$ cat src/rtl/player_missile.sv
// Player missile: launches from the ship on a fire press, climbs one step
// per frame, tests overlap against a single enemy box every cycle, and
// enforces a frame-counted cooldown between shots.
module player_missile #(
    parameter logic [9:0]  speed_p    = 10'd8,
    parameter logic [9:0]  width_p    = 10'd2,
    parameter logic [9:0]  height_p   = 10'd10,
    parameter logic [9:0]  offset_p   = 10'd19,
    parameter logic [7:0]  cooldown_p = 8'd15,
    parameter logic [11:0] color_p    = {4'hF, 4'hF, 4'h0}
) (
    input  logic       clk_i,
    input  logic       reset_ni,
    input  logic       frame_i,
    input  logic       fire_i,
    input  logic [9:0] player_left_i,
    input  logic [9:0] player_top_i,
    input  logic [9:0] enemy_left_i,
    input  logic [9:0] enemy_right_i,
    input  logic [9:0] enemy_top_i,
    input  logic [9:0] enemy_bot_i,
    input  logic       enemy_dead_i,
    output logic       hit_o,
    output logic       active_o,
    output logic [9:0] left_pos_o,
    output logic [9:0] right_pos_o,
    output logic [9:0] top_pos_o,
    output logic [9:0] bot_pos_o,
    output logic [3:0] missile_red_o,
    output logic [3:0] missile_green_o,
    output logic [3:0] missile_blue_o
);

    typedef enum logic [1:0] {
        IDLE   = 2'd0,
        FLYING = 2'd1,
        HIT    = 2'd2
    } state_t;

    state_t     state_q, state_d;
    logic [9:0] left_q, left_d;
    logic [9:0] top_q, top_d;
    logic [7:0] cool_q, cool_d;
    logic       fire_q;
    logic       press;
    logic       launch_ok;
    logic       overlap;

    // Box edges are derived from the stored top-left corner.
    assign left_pos_o  = left_q;
    assign top_pos_o   = top_q;
    assign right_pos_o = left_q + width_p - 10'd1;
    assign bot_pos_o   = top_q + height_p - 10'd1;

    // Rising edge only, so a held button never auto-fires.
    assign press     = fire_i & ~fire_q;
    assign launch_ok = press && (cool_q == 8'd0) && (player_top_i >= height_p);

    assign overlap = (left_q <= enemy_right_i) && (right_pos_o >= enemy_left_i) &&
                     (top_q <= enemy_bot_i) && (bot_pos_o >= enemy_top_i);

    assign hit_o    = (state_q == HIT);
    assign active_o = (state_q == FLYING) || (state_q == HIT);
    assign {missile_red_o, missile_green_o, missile_blue_o} = active_o ? color_p : 12'h000;

    // State, position, cooldown and fire-edge registers.
    always_ff @(posedge clk_i or negedge reset_ni) begin
        if (!reset_ni) begin
            state_q <= IDLE;
            left_q  <= 10'd0;
            top_q   <= 10'd0;
            cool_q  <= 8'd0;
            fire_q  <= 1'b0;
        end else begin
            state_q <= state_d;
            left_q  <= left_d;
            top_q   <= top_d;
            cool_q  <= cool_d;
            fire_q  <= fire_i;
        end
    end

    // Next-state logic; a collision wins over a same-cycle frame step.
    always_comb begin
        state_d = state_q;
        left_d  = left_q;
        top_d   = top_q;
        cool_d  = cool_q;
        case (state_q)
            IDLE: begin
                if (frame_i && (cool_q != 8'd0))
                    cool_d = cool_q - 8'd1;
                if (launch_ok) begin
                    state_d = FLYING;
                    left_d  = player_left_i + offset_p;
                    top_d   = player_top_i - height_p;
                end
            end
            FLYING: begin
                if (overlap && !enemy_dead_i) begin
                    state_d = HIT;
                    cool_d  = cooldown_p;
                end else if (frame_i) begin
                    if (top_q < speed_p) begin
                        state_d = IDLE;
                        cool_d  = cooldown_p;
                    end else begin
                        top_d = top_q - speed_p;
                    end
                end
            end
            HIT:     state_d = IDLE;
            default: state_d = IDLE;
        endcase
    end

endmodule

$ cat config.mk
export PLATFORM = sky130hd
export DESIGN_NAME = player_missile
export DESIGN_NICKNAME = d
export VERILOG_FILES = /design/src/rtl/player_missile.sv
export SDC_FILE = /design/constraint.sdc
export NUM_CORES = 1
export LEC_CHECK = 0
export ABC_AREA = 1
export CAP_MARGIN = 20
export CORE_UTILIZATION = 43
export CTS_CLUSTER_DIAMETER = 50
export DETAILED_ROUTE_END_ITERATION = 10
export GPL_TIMING_DRIVEN = 0
export PLACE_DENSITY_LB_ADDON = 0.25
export SLEW_MARGIN = 5
export SYNTH_ARGS = -nofsm -noshare
export SYNTH_HDL_FRONTEND = slang
export SYNTH_SLANG_ARGS = --single-unit
$ cat constraint.sdc
create_clock -name clk_i -period 3 [get_ports clk_i]
set_input_delay 0.6 -clock clk_i [delete_from_list [all_inputs] [get_ports clk_i]]
set_output_delay 0.6 -clock clk_i [all_outputs]
set_load 0.1 [all_outputs]
==> results.tsv, run 1 <==
metric	value	unit
status	complete, no violations	
synth-simple-area-share	29.1	%
overflow	0	
end_kind	output pin	
rows	32	
vias_per_cell	4.85	
grt_antenna_before_repair	0	
ys_ff	31	
critical_path.endpoint	bot_pos_o[6]	
post-synth-top-count-cell	nand2_1	
dr_wl_met2	4700	um
netlist_area	3520	um2
rrSetupSlack	50	ps
worst-setup-path-type	reg2out	
clockBufferDepth	2	
rsz0062_at_grt	true	
xor_area_share	6.72	%
grt_use_met2	40.8	%
hold_ws	352	ps
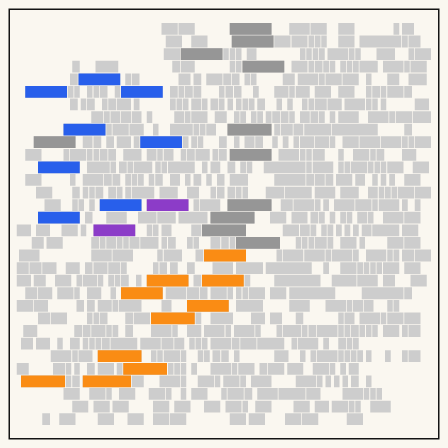
*Sequential cells colored by netlist name, run 1*
Other sequential cells in the stronger gray, the rest of the logic in the fainter gray.
name in the netlist	color	placed flops
state_q	purple	2
left_pos_o	orange	10
cool_q	blue	8
not colored	11

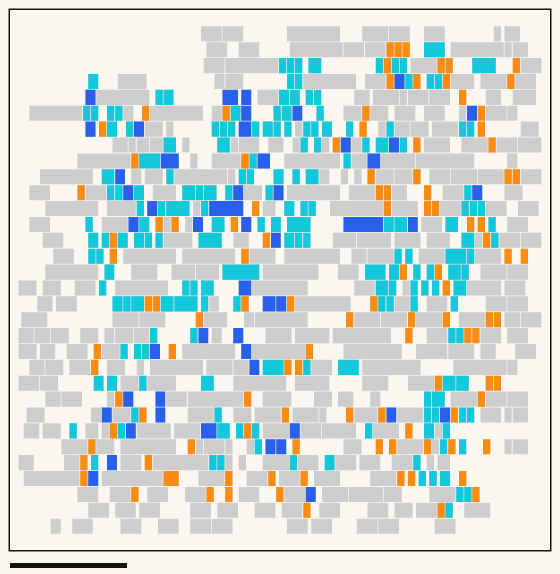
*Gate-type map, run 1*
Scale bar: 20 um.
family	color	cells
inverting AOI/OAI gates	blue	50
NAND gates	cyan	185
inverters	orange	110

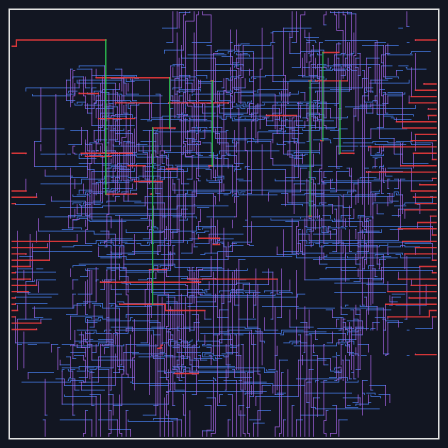
*Wiring by layer, run 1*
layer	color	wire length
metal 2	purple	4700 um
metal 1	blue	4130 um
metal 3	red	502 um
metal 4	green	165 um

### Clock routing, run 1

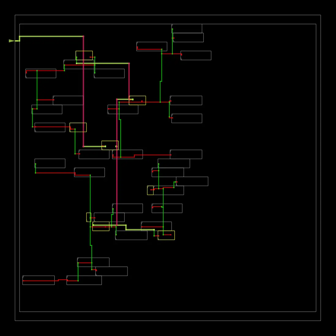

==> run 2, diff against run 1 <==
--- a/config.mk
+++ b/config.mk
@@ -10,7 +10,6 @@
 export CORE_UTILIZATION = 43
 export CTS_CLUSTER_DIAMETER = 50
 export DETAILED_ROUTE_END_ITERATION = 10
-export GPL_TIMING_DRIVEN = 0
 export PLACE_DENSITY_LB_ADDON = 0.25
 export SLEW_MARGIN = 5
 export SYNTH_ARGS = -nofsm -noshare
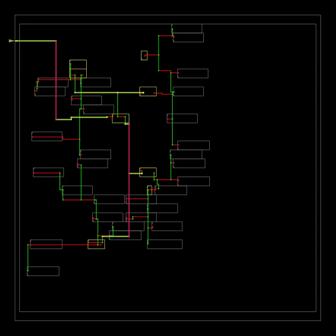
*Clock routing, run 2*
worst clock skew: 5.06 ps
seq_cells: 31

==> run 2 against run 1 <==
Register-to-register slack about the same; clock-buffer cell count unchanged; highest routed layer unchanged; largest cell class unchanged; via count grew 0.22%; cell count increased by 1.6%; synthesized cell count stayed put; critical path type is now reg2reg.
==> results.tsv, run 2 <==
metric	value	unit	change
top_area_cell	dfrtp_1		unchanged
finalCritPeriodShare	98.1	%	was 98.8%
rrSetupSlack	60	ps	was 50 ps
worstHoldEndpoint	cool_q[2]		
path_clk_slew	70	ps	about the same
edf_count	0		unchanged
xor_area_share	6.72	%	unchanged
netlist_area	3520	um2	unchanged
slew_headroom	48.9	%	was 32.6%
ys_ff	31		unchanged
overflow	0		unchanged
worst-setup-path-type	reg2reg		was reg2out
status	complete, no violations		unchanged
rows	32		unchanged
design.die.area	8550	um2	unchanged
drc_errors	0		unchanged
clockBufferDepth	2		unchanged
end_kind	flip-flop		was output pin
drt_wl_total	9810	um	was 9500 um
critical_path.endpoint	cool_q[7]		was bot_pos_o[6]
h-tree-depth	2		unchanged
grt_antenna_before_repair	0		unchanged
grt_use_met2	39.8	%	was 40.8%
post-synth-top-count-cell	nand2_1		unchanged
worst_pin_slew	765	ps	was 1010 ps
dr_wl_met2	4850	um	was 4700 um
yosysUniqueCellTypes	36		unchanged
post_drt_wl_per_cell	12.6	um	was 12.4 um
nNetsFinal	791		was 779
sh_seq_area	14.7	%	was 15.0%
adder_share	18.1	%	unchanged
rsz0062_at_grt	true		unchanged
logic_area	2560	um2	was 2520 um2
vias_per_cell	4.79		was 4.85
hold_ws	482	ps	was 352 ps
ant_nets	0		unchanged
synth-simple-area-share	29.1	%	unchanged
